**config.mk**
```make
export PLATFORM = sky130hd
export DESIGN_NAME = fp_recip_seq_flat
export DESIGN_NICKNAME = d
export VERILOG_FILES = /design/src/rtl/fp_recip_seq_if.sv /design/src/rtl/fp_recip_seq.sv /design/src/flat_wrapper.sv
export SDC_FILE = /design/constraint.sdc
export NUM_CORES = 1
export LEC_CHECK = 0
export CAP_MARGIN = 10
export CORE_MARGIN = 1.5
export CORE_UTILIZATION = 40
export CTS_CLUSTER_DIAMETER = 80
export CTS_CLUSTER_SIZE = 20
export DETAILED_ROUTE_END_ITERATION = 7
export PLACE_DENSITY = 0.59
export SYNTH_ARGS = -nofsm -noshare
export SYNTH_HDL_FRONTEND = slang
export SYNTH_SLANG_ARGS = --single-unit
```
**constraint.sdc**
```tcl
create_clock -name clk -period 7.3 [get_ports clk]
set_input_delay 1.095 -clock clk [delete_from_list [all_inputs] [get_ports clk]]
set_output_delay 1.095 -clock clk [all_outputs]
set_load 0.005 [all_outputs]
```
**src/rtl/fp_recip_seq_if.sv**
```systemverilog
// Handshake bundle for the sequential floating-point reciprocal unit.
// Operand channel (valid/ready) in, result channel (valid/ready) out.
interface fp_recip_seq_if #(
   parameter int unsigned NEXP = 8,
   parameter int unsigned NSIG = 7,
   parameter int unsigned TAGW = 4
) ();
   logic                 in_valid;
   logic                 in_ready;
   logic [NEXP+NSIG:0]   in_a;
   logic [1:0]           in_rm;
   logic [TAGW-1:0]      in_tag;
   logic                 out_valid;
   logic                 out_ready;
   logic [NEXP+NSIG:0]   out_r;
   logic [5:0]           out_class;
   logic [4:0]           out_exc;
   logic [TAGW-1:0]      out_tag;

   modport master (
      output in_valid, in_a, in_rm, in_tag, out_ready,
      input  in_ready, out_valid, out_r, out_class, out_exc, out_tag
   );

   modport slave (
      input  in_valid, in_a, in_rm, in_tag, out_ready,
      output in_ready, out_valid, out_r, out_class, out_exc, out_tag
   );
endinterface

```
**src/rtl/fp_recip_seq.sv**
```systemverilog
// Sequential IEEE-style reciprocal 1/a: restoring radix-2 division of 1.0 by the
// normalised significand, then denormalisation and directed/RNE rounding.
module fp_recip_seq #(
   parameter int unsigned NEXP = 8,
   parameter int unsigned NSIG = 7,
   parameter int unsigned TAGW = 4
) (
   input logic           clk,
   input logic           rst_n,
   fp_recip_seq_if.slave bus
);
   localparam int unsigned W  = NEXP + NSIG + 1;
   localparam int unsigned XW = NSIG + 3;
   localparam int unsigned EW = NEXP + 3;
   localparam int unsigned CW = $clog2(NSIG + 3);
   localparam logic [CW-1:0]        LAST  = CW'(NSIG + 2);
   localparam logic signed [EW-1:0] BIAS2 = EW'(2 * ((1 << (NEXP - 1)) - 1));
   localparam logic signed [EW-1:0] EMAX  = EW'((1 << NEXP) - 1);

   typedef enum logic [1:0] {StIdle, StIter, StRound, StDone} state_e;
   typedef enum logic [2:0] {KFin, KQnan, KSnan, KZero, KInf} kind_e;

   state_e               state_q, state_d;
   kind_e                kind_q, kind_d;
   logic [CW-1:0]        cnt_q, cnt_d;
   logic                 sign_q, sign_d;
   logic [1:0]           rm_q, rm_d;
   logic [TAGW-1:0]      tag_q, tag_d;
   logic [NSIG:0]        m_q, m_d;
   logic [XW-1:0]        rem_q, rem_d, quo_q, quo_d, x_q, x_d;
   logic signed [EW-1:0] be_q, be_d;
   logic                 stk_q, stk_d, tiny_q, tiny_d;
   logic                 out_valid_q, out_valid_d;
   logic [W-1:0]         out_r_q, out_r_d;
   logic [5:0]           out_class_q, out_class_d;
   logic [4:0]           out_exc_q, out_exc_d;
   logic [TAGW-1:0]      out_tag_q, out_tag_d;

   logic [NEXP-1:0]      a_exp;
   logic [NSIG-1:0]      a_frac;
   logic [CW-1:0]        lz;
   logic signed [EW-1:0] be_n, be_f;
   logic [XW-1:0]        xn;
   logic [EW-1:0]        sh;
   logic [2*XW-1:0]      wide;
   logic [NSIG:0]        sig;
   logic [NSIG+1:0]      sig_r;
   logic [NSIG-1:0]      frac_f;
   logic                 g, rb, inx, up, ovf, to_inf;
   logic [W-1:0]         res;
   logic [5:0]           cls;
   logic [4:0]           exc;

   function automatic logic [CW-1:0] lzc(input logic [NSIG-1:0] f);
      logic [CW-1:0] n;
      n = CW'(NSIG);
      for (int i = 0; i < NSIG; i++) if (f[i]) n = CW'(NSIG - 1 - i);
      return n;
   endfunction

   assign a_exp  = bus.in_a[W-2:NSIG];
   assign a_frac = bus.in_a[NSIG-1:0];
   assign lz     = lzc(a_frac);

   // Quotient below 1.0 (m > 1) needs a one-bit left shift and exponent decrement.
   always_comb begin
      be_n = quo_q[XW-1] ? be_q : be_q - EW'(1);
      xn   = quo_q[XW-1] ? quo_q : {quo_q[XW-2:0], 1'b0};
      sh   = EW'(1) - be_n;
      if (sh > EW'(XW)) sh = EW'(XW);
      wide = {xn, {XW{1'b0}}} >> sh;
   end

   always_comb begin
      sig = x_q[XW-1:2];
      g   = x_q[1];
      rb  = x_q[0];
      inx = g | rb | stk_q;
      unique case (rm_q)
         2'd0:    up = g & (rb | stk_q | sig[0]);
         2'd1:    up = 1'b0;
         2'd2:    up = ~sign_q & inx;
         default: up = sign_q & inx;
      endcase
      sig_r  = {1'b0, sig} + {{(NSIG + 1){1'b0}}, up};
      frac_f = sig_r[NSIG-1:0];
      be_f   = be_q;
      if (be_q == '0) begin
         be_f = sig_r[NSIG] ? EW'(1) : '0;
      end else if (sig_r[NSIG+1]) begin
         be_f   = be_q + EW'(1);
         frac_f = sig_r[NSIG:1];
      end
      ovf    = (be_f >= EMAX);
      to_inf = (rm_q == 2'd0) | ((rm_q == 2'd2) & ~sign_q) | ((rm_q == 2'd3) & sign_q);

      res = {1'b0, {NEXP{1'b1}}, 1'b1, {(NSIG - 1){1'b0}}};
      cls = 6'b010000;
      exc = 5'b00000;
      unique case (kind_q)
         KQnan: ;
         KSnan: exc = 5'b00001;
         KZero: begin
            res = {sign_q, {NEXP{1'b1}}, {NSIG{1'b0}}};
            cls = 6'b001000;
            exc = 5'b00010;
         end
         KInf: begin
            res = {sign_q, {(W - 1){1'b0}}};
            cls = 6'b000100;
         end
         default: begin
            if (ovf) begin
               exc = 5'b10100;
               if (to_inf) begin
                  res = {sign_q, {NEXP{1'b1}}, {NSIG{1'b0}}};
                  cls = 6'b001000;
               end else begin
                  res = {sign_q, {(NEXP - 1){1'b1}}, 1'b0, {NSIG{1'b1}}};
                  cls = 6'b000001;
               end
            end else begin
               res = {sign_q, be_f[NEXP-1:0], frac_f};
               exc = {inx, tiny_q & inx, 3'b000};
               if (be_f == '0) cls = (frac_f == '0) ? 6'b000100 : 6'b000010;
               else            cls = 6'b000001;
            end
         end
      endcase
   end

   always_comb begin
      state_d = state_q;  kind_d = kind_q;  cnt_d = cnt_q;   sign_d = sign_q;
      rm_d    = rm_q;     tag_d  = tag_q;   m_d   = m_q;     rem_d  = rem_q;
      quo_d   = quo_q;    x_d    = x_q;     be_d  = be_q;    stk_d  = stk_q;
      tiny_d  = tiny_q;
      out_valid_d = out_valid_q;  out_r_d   = out_r_q;    out_class_d = out_class_q;
      out_exc_d   = out_exc_q;    out_tag_d = out_tag_q;
      unique case (state_q)
         StIdle: if (bus.in_valid) begin
            sign_d = bus.in_a[W-1];
            rm_d   = bus.in_rm;
            tag_d  = bus.in_tag;
            cnt_d  = '0;
            quo_d  = '0;
            rem_d  = XW'(1) << NSIG;
            state_d = StRound;
            if (a_exp == '1) begin
               kind_d = (a_frac == '0) ? KInf : (a_frac[NSIG-1] ? KQnan : KSnan);
            end else if (a_exp == '0 && a_frac == '0) begin
               kind_d = KZero;
            end else begin
               kind_d  = KFin;
               state_d = StIter;
               if (a_exp != '0) begin
                  m_d  = {1'b1, a_frac};
                  be_d = BIAS2 - EW'(a_exp);
               end else begin
                  m_d  = {1'b0, a_frac} << (lz + CW'(1));
                  be_d = BIAS2 + EW'(lz);
               end
            end
         end
         StIter: begin
            if (rem_q >= XW'(m_q)) begin
               quo_d = {quo_q[XW-2:0], 1'b1};
               rem_d = (rem_q - XW'(m_q)) << 1;
            end else begin
               quo_d = {quo_q[XW-2:0], 1'b0};
               rem_d = rem_q << 1;
            end
            if (cnt_q == LAST) begin
               cnt_d   = '0;
               state_d = StRound;
            end else begin
               cnt_d = cnt_q + CW'(1);
            end
         end
         StRound: begin
            // Cycle 0 aligns and denormalises; cycle 1 rounds and loads outputs.
            if (cnt_q == '0) begin
               cnt_d = CW'(1);
               if (be_n <= 0) begin
                  x_d    = wide[2*XW-1:XW];
                  stk_d  = (|rem_q) | (|wide[XW-1:0]);
                  be_d   = '0;
                  tiny_d = 1'b1;
               end else begin
                  x_d    = xn;
                  stk_d  = |rem_q;
                  be_d   = be_n;
                  tiny_d = 1'b0;
               end
            end else begin
               cnt_d       = '0;
               state_d     = StDone;
               out_valid_d = 1'b1;
               out_r_d     = res;
               out_class_d = cls;
               out_exc_d   = exc;
               out_tag_d   = tag_q;
            end
         end
         StDone: if (bus.out_ready) begin
            state_d     = StIdle;
            out_valid_d = 1'b0;
         end
         default: state_d = StIdle;
      endcase
   end

   always_ff @(posedge clk or negedge rst_n) begin
      if (!rst_n) begin
         state_q <= StIdle;  kind_q <= KFin;  cnt_q <= '0;  sign_q <= 1'b0;
         rm_q    <= '0;      tag_q  <= '0;    m_q   <= '0;  rem_q  <= '0;
         quo_q   <= '0;      x_q    <= '0;    be_q  <= '0;  stk_q  <= 1'b0;
         tiny_q  <= 1'b0;
         out_valid_q <= 1'b0;  out_r_q <= '0;  out_class_q <= '0;
         out_exc_q   <= '0;    out_tag_q <= '0;
      end else begin
         state_q <= state_d;  kind_q <= kind_d;  cnt_q <= cnt_d;  sign_q <= sign_d;
         rm_q    <= rm_d;     tag_q  <= tag_d;   m_q   <= m_d;    rem_q  <= rem_d;
         quo_q   <= quo_d;    x_q    <= x_d;     be_q  <= be_d;   stk_q  <= stk_d;
         tiny_q  <= tiny_d;
         out_valid_q <= out_valid_d;  out_r_q <= out_r_d;  out_class_q <= out_class_d;
         out_exc_q   <= out_exc_d;    out_tag_q <= out_tag_d;
      end
   end

   assign bus.in_ready  = (state_q == StIdle);
   assign bus.out_valid = out_valid_q;
   assign bus.out_r     = out_r_q;
   assign bus.out_class = out_class_q;
   assign bus.out_exc   = out_exc_q;
   assign bus.out_tag   = out_tag_q;
endmodule

```
**src/flat_wrapper.sv**
```systemverilog
// flat-port wrapper written by rule: the top's interface ports become plain ports
module fp_recip_seq_flat 
#(
   parameter int unsigned NEXP = 8,
   parameter int unsigned NSIG = 7,
   parameter int unsigned TAGW = 4
)
  (clk, rst_n, bus_in_valid, bus_in_a, bus_in_rm, bus_in_tag, bus_out_ready, bus_in_ready, bus_out_valid, bus_out_r, bus_out_class, bus_out_exc, bus_out_tag);
  fp_recip_seq_if #(.NEXP(NEXP), .NSIG(NSIG), .TAGW(TAGW)) bus_i ();
  input logic clk;
  input logic rst_n;
  input wire logic [$bits(bus_i.in_valid)-1:0] bus_in_valid;
  input wire logic [$bits(bus_i.in_a)-1:0] bus_in_a;
  input wire logic [$bits(bus_i.in_rm)-1:0] bus_in_rm;
  input wire logic [$bits(bus_i.in_tag)-1:0] bus_in_tag;
  input wire logic [$bits(bus_i.out_ready)-1:0] bus_out_ready;
  output wire logic [$bits(bus_i.in_ready)-1:0] bus_in_ready;
  output wire logic [$bits(bus_i.out_valid)-1:0] bus_out_valid;
  output wire logic [$bits(bus_i.out_r)-1:0] bus_out_r;
  output wire logic [$bits(bus_i.out_class)-1:0] bus_out_class;
  output wire logic [$bits(bus_i.out_exc)-1:0] bus_out_exc;
  output wire logic [$bits(bus_i.out_tag)-1:0] bus_out_tag;
  assign bus_i.in_valid = bus_in_valid;
  assign bus_i.in_a = bus_in_a;
  assign bus_i.in_rm = bus_in_rm;
  assign bus_i.in_tag = bus_in_tag;
  assign bus_i.out_ready = bus_out_ready;
  assign bus_in_ready = bus_i.in_ready;
  assign bus_out_valid = bus_i.out_valid;
  assign bus_out_r = bus_i.out_r;
  assign bus_out_class = bus_i.out_class;
  assign bus_out_exc = bus_i.out_exc;
  assign bus_out_tag = bus_i.out_tag;
  fp_recip_seq #(.NEXP(NEXP), .NSIG(NSIG), .TAGW(TAGW)) u_core (.clk(clk), .rst_n(rst_n), .bus(bus_i));
endmodule
```
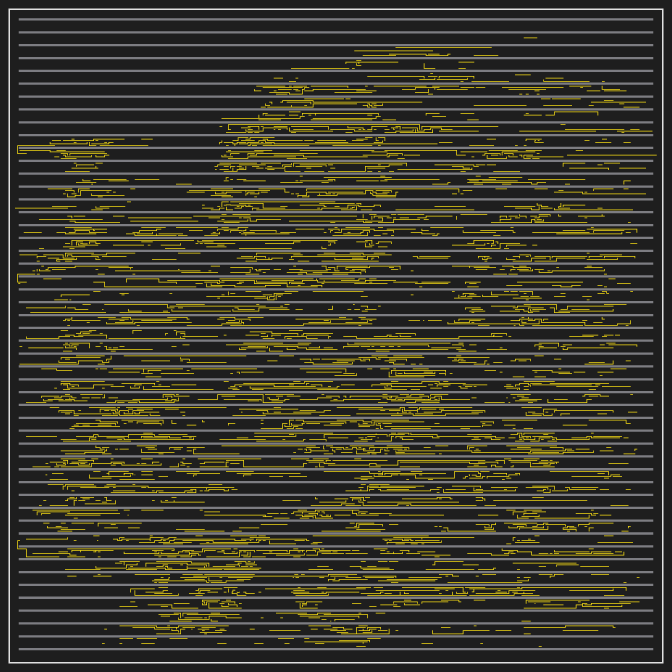
**Above:** run 1 (signal wires on met1).
Supply wires on this layer in grey.
wire length on this layer: 9,040 µm
nets with wire on the layer: 886
main direction: horizontal
share of all routed wire: 47%
longest straight run: 40.5 µm

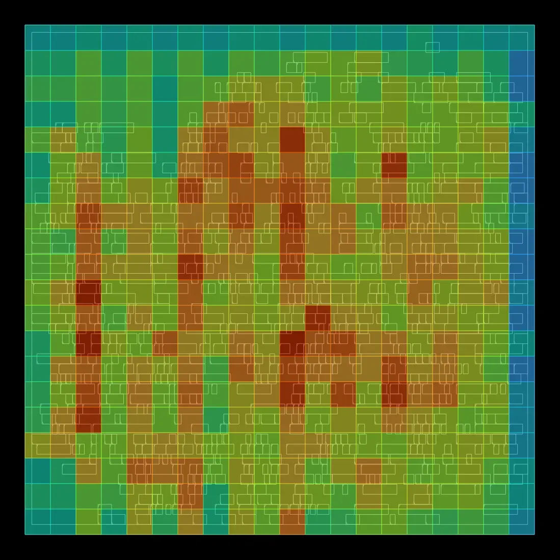
**Above:** run 1 (congestion heat map).
met3 usage: 3.98%
GR peak layer: met2
Wirelength per Cell: 16.7 µm
Core Util, Final: 46.6%
global-route met2 utilization: 33.0%

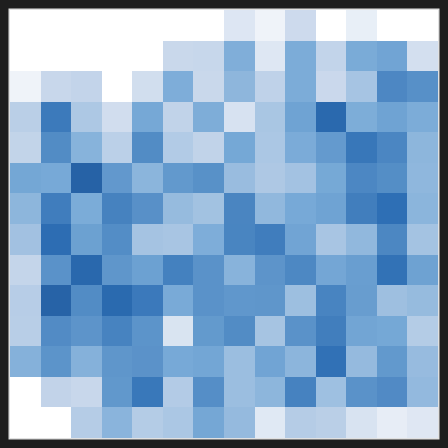
**Above:** run 1 (cell area per tile).
The die is cut into 14 by 14 equal tiles; white is low, dark blue is high, 0 to 100% covered.
tiles over 75% full: 3.1%
nearly empty tiles: 9.7%
mean over tiles: 42%
emptiest ninth of the die: upper left
fullest tile: 80%

==> results.py, run 1 <==
# Flow results
metrics = {
    "critical_path": {
        "cp_max_fo": 16,
        "r2r_end": "u_core.stk_q",
        "critPathSlowestCell": "dfrtp_1",
        "setup.worst_path.class": "flip-flop to flip-flop",
        "slowest_delay_ns": 0.68,
        "r2r_slack_ns": 2.43,
        "critPathArrivalTime_ns": 5.12,
    },
    "synthesis": {
        "async_flop_share_pct": 100,
        "edf_count": 0,
        "flop_cell": "dfrtp_1",
        "synth.area.top_cells": "dfrtp_1, o21ai_0, nand2_1",
        "top_cell": "nand2_1",
        "synth.avg_cell_area_um2": 8.12,
        "ys_sh_mux_pct": 6.04,
        "ys_sh_adder_pct": 5.35,
    },
    "finish": {
        "stdcell_area_um2": 8350,
        "largest_reg_flops": 16,
        "antennaDiodeCount": 0,
        "lay_top_count": "nand2_1",
    },
    "pwr": {
        "leakage_nw": 3.49,
        "p_seq_mw": 0.983,
        "pwr-share-clk_pct": 14.4,
        "swShare_pct": 47.0,
        "seqPwrFrac_pct": 28.1,
        "combPwrFrac_pct": 57.5,
        "power_leader": "combinational cells",
    },
    "hold_path": {
        "whs_path_depth": 2,
        "worstHoldPathType": "flip-flop to flip-flop",
    },
    "clock_network": {
        "cts_max_path_buffers": 2,
        "clkLatencyLatePin_ns": 0.35,
        "post_cts_buffers": 0,
        "root_buffer": "clkbuf_16",
    },
    "floorplanning": {
        "dieHeight_um": 138,
        "die-area_um2": 19000,
        "die_w_um": 138,
        "core_area_um2": 17900,
    },
    "timing": {
        "rsz0062_at_grt": "no",
        "max_slew.worst_pin.slew_ns": 0.876,
        "finClkSkew_ns": 0.00697,
        "hold_slack_ns": 0.471,
        "drv_slew": 0,
    },
    "routing": {
        "first_pass_iters": 5,
        "top_layer": "met4",
        "vias_per_cell": 5.70,
        "wl_met3_mm": 1.08,
        "ant_nets": 0,
    },
    "placement": {
        "place.gp.congestion": 0.922,
        "hpwl_mm": 14.3,
    },
    "run_status": {
        "status": "complete, no violations",
    },
    "flow_run": {
        "warning_count": 37,
    },
}
**Run 1: metal 4**

Bar = 50 µm. Supply wires on this layer in grey.
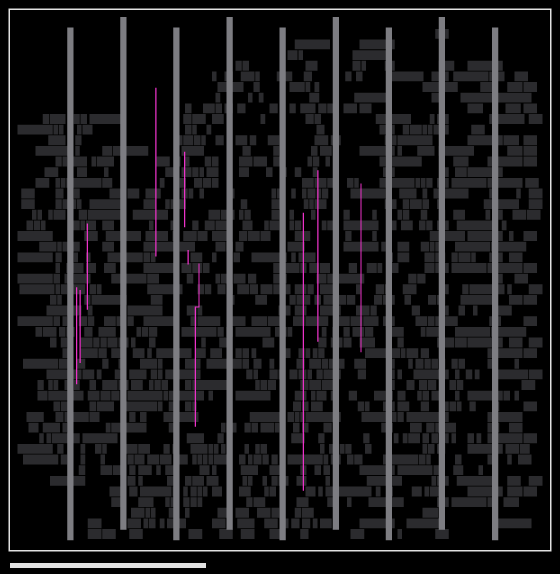

==> run 2, diff against run 1 <==
--- a/config.mk
+++ b/config.mk
@@ -11,7 +11,7 @@
 export CTS_CLUSTER_DIAMETER = 80
 export CTS_CLUSTER_SIZE = 20
 export DETAILED_ROUTE_END_ITERATION = 7
-export PLACE_DENSITY = 0.59
+export PLACE_DENSITY = 0.62
 export SYNTH_ARGS = -nofsm -noshare
 export SYNTH_HDL_FRONTEND = slang
 export SYNTH_SLANG_ARGS = --single-unit
==> constraint.sdc (replaced) <==
create_clock -name clk -period 4.3 [get_ports clk]
set_input_delay 0.645 -clock clk [delete_from_list [all_inputs] [get_ports clk]]
set_output_delay 0.645 -clock clk [all_outputs]
set_load 0.005 [all_outputs]
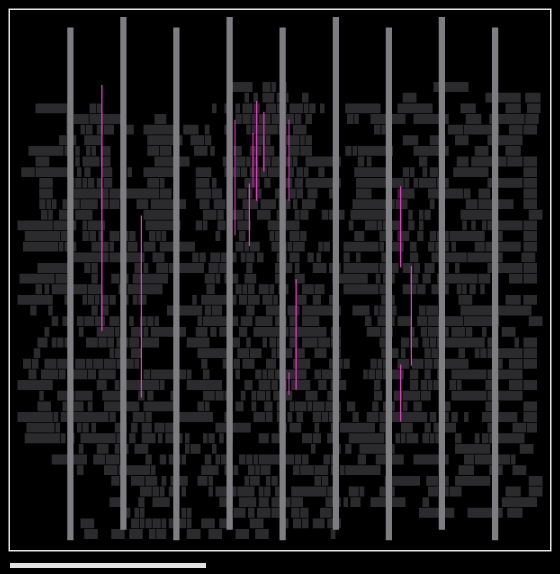
**Above:** run 2 (metal 4).
Bar = 50 µm. Supply wires on this layer in grey.
main direction: vertical
longest straight run: 62.6 µm

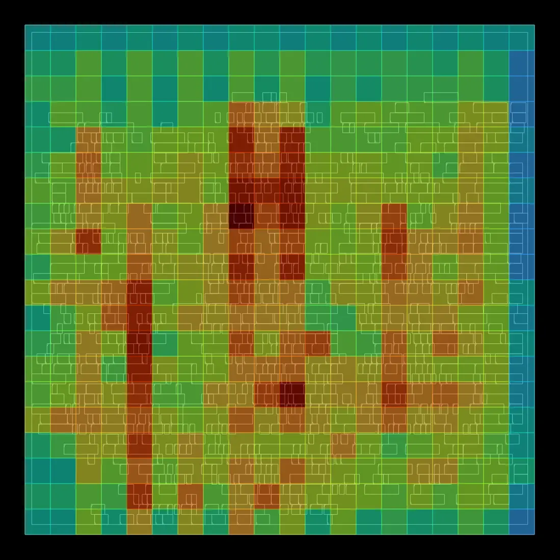
**Above:** run 2 (congestion heat map).
global-route met2 utilization: 32.3%
met1 Use GR: 27.2%
Wirelength per Cell: 16.1 µm
GRT Total Usage: 19.8%
Core Util, Final: 47.8%

==> run 2 against run 1 <==
Net effect: final cell count up 1.6%; sequential power up 66%; wire length down 2.1%; non-clock buffer count up 19; sequential share of layout area down 0.73 points; final area up 2.6%; synthesized cell count unchanged; worst setup slack worse by 2.3 ns; largest power group unchanged; hold slack worse by 0.048 ns; via count up 2.3%.
==> results.py, run 2 <==
# Flow results
metrics = {
    "grt": {
        "met3_usage_pct": 3.15,
        "top_usage_layer": "met2",
    },
    "pwr": {
        "swShare_pct": 46.5,
        "p_seq_mw": 1.63,
        "seqPwrFrac_pct": 27.1,
        "combPwrFrac_pct": 58.6,
        "pwr-share-clk_pct": 14.3,
        "leakage_nw": 3.58,
    },
    "critical_path": {
        "critPathSlowestCell": "or4b_1",
        "critPathArrivalTime_ns": 4.41,
        "r2r_slack_ns": 0.15,
        "slowest_delay_ns": 0.53,
        "r2r_end": "u_core.stk_q",
        "setup.worst_path.class": "flip-flop to flip-flop",
    },
    "placement": {
        "hpwl_mm": 13.9,
    },
    "synthesis": {
        "async_flop_share_pct": 100,
        "flop_cell": "dfrtp_1",
        "ys_sh_adder_pct": 5.35,
        "synth.avg_cell_area_um2": 8.12,
        "ys_sh_mux_pct": 6.04,
        "synth.area.top_cells": "dfrtp_1, o21ai_0, nand2_1",
    },
    "clock_network": {
        "clkLatencyLatePin_ns": 0.36,
        "root_buffer": "clkbuf_16",
    },
    "finish": {
        "lay_top_count": "nand2_1",
        "stdcell_area_um2": 8560,
        "largest_reg_flops": 16,
    },
    "timing": {
        "finClkSkew_ns": 0.00797,
        "hold_slack_ns": 0.423,
    },
    "flow_run": {
        "warning_count": 37,
    },
    "hold_path": {
        "worstHoldPathType": "input port to asynchronous set/reset pin",
    },
    "routing": {
        "wl_met3_um": 952,
        "ant_nets": 0,
        "vias_per_cell": 5.74,
    },
    "floorplanning": {
        "core_area_um2": 17900,
    },
    "run_status": {
        "status": "complete, no violations",
    },
}
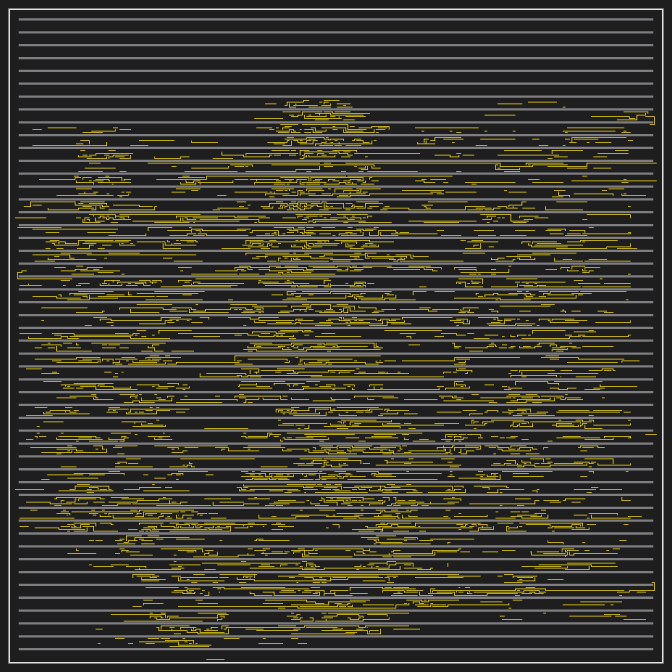
**Above:** run 2 (signal wires on met1).
Supply wires on this layer in grey.
nets with wire on the layer: 902
main direction: horizontal
wire length on this layer: 8,860 µm
longest straight run: 36.3 µm

Power figures rest on the tool's default switching activity, not on a simulated workload.
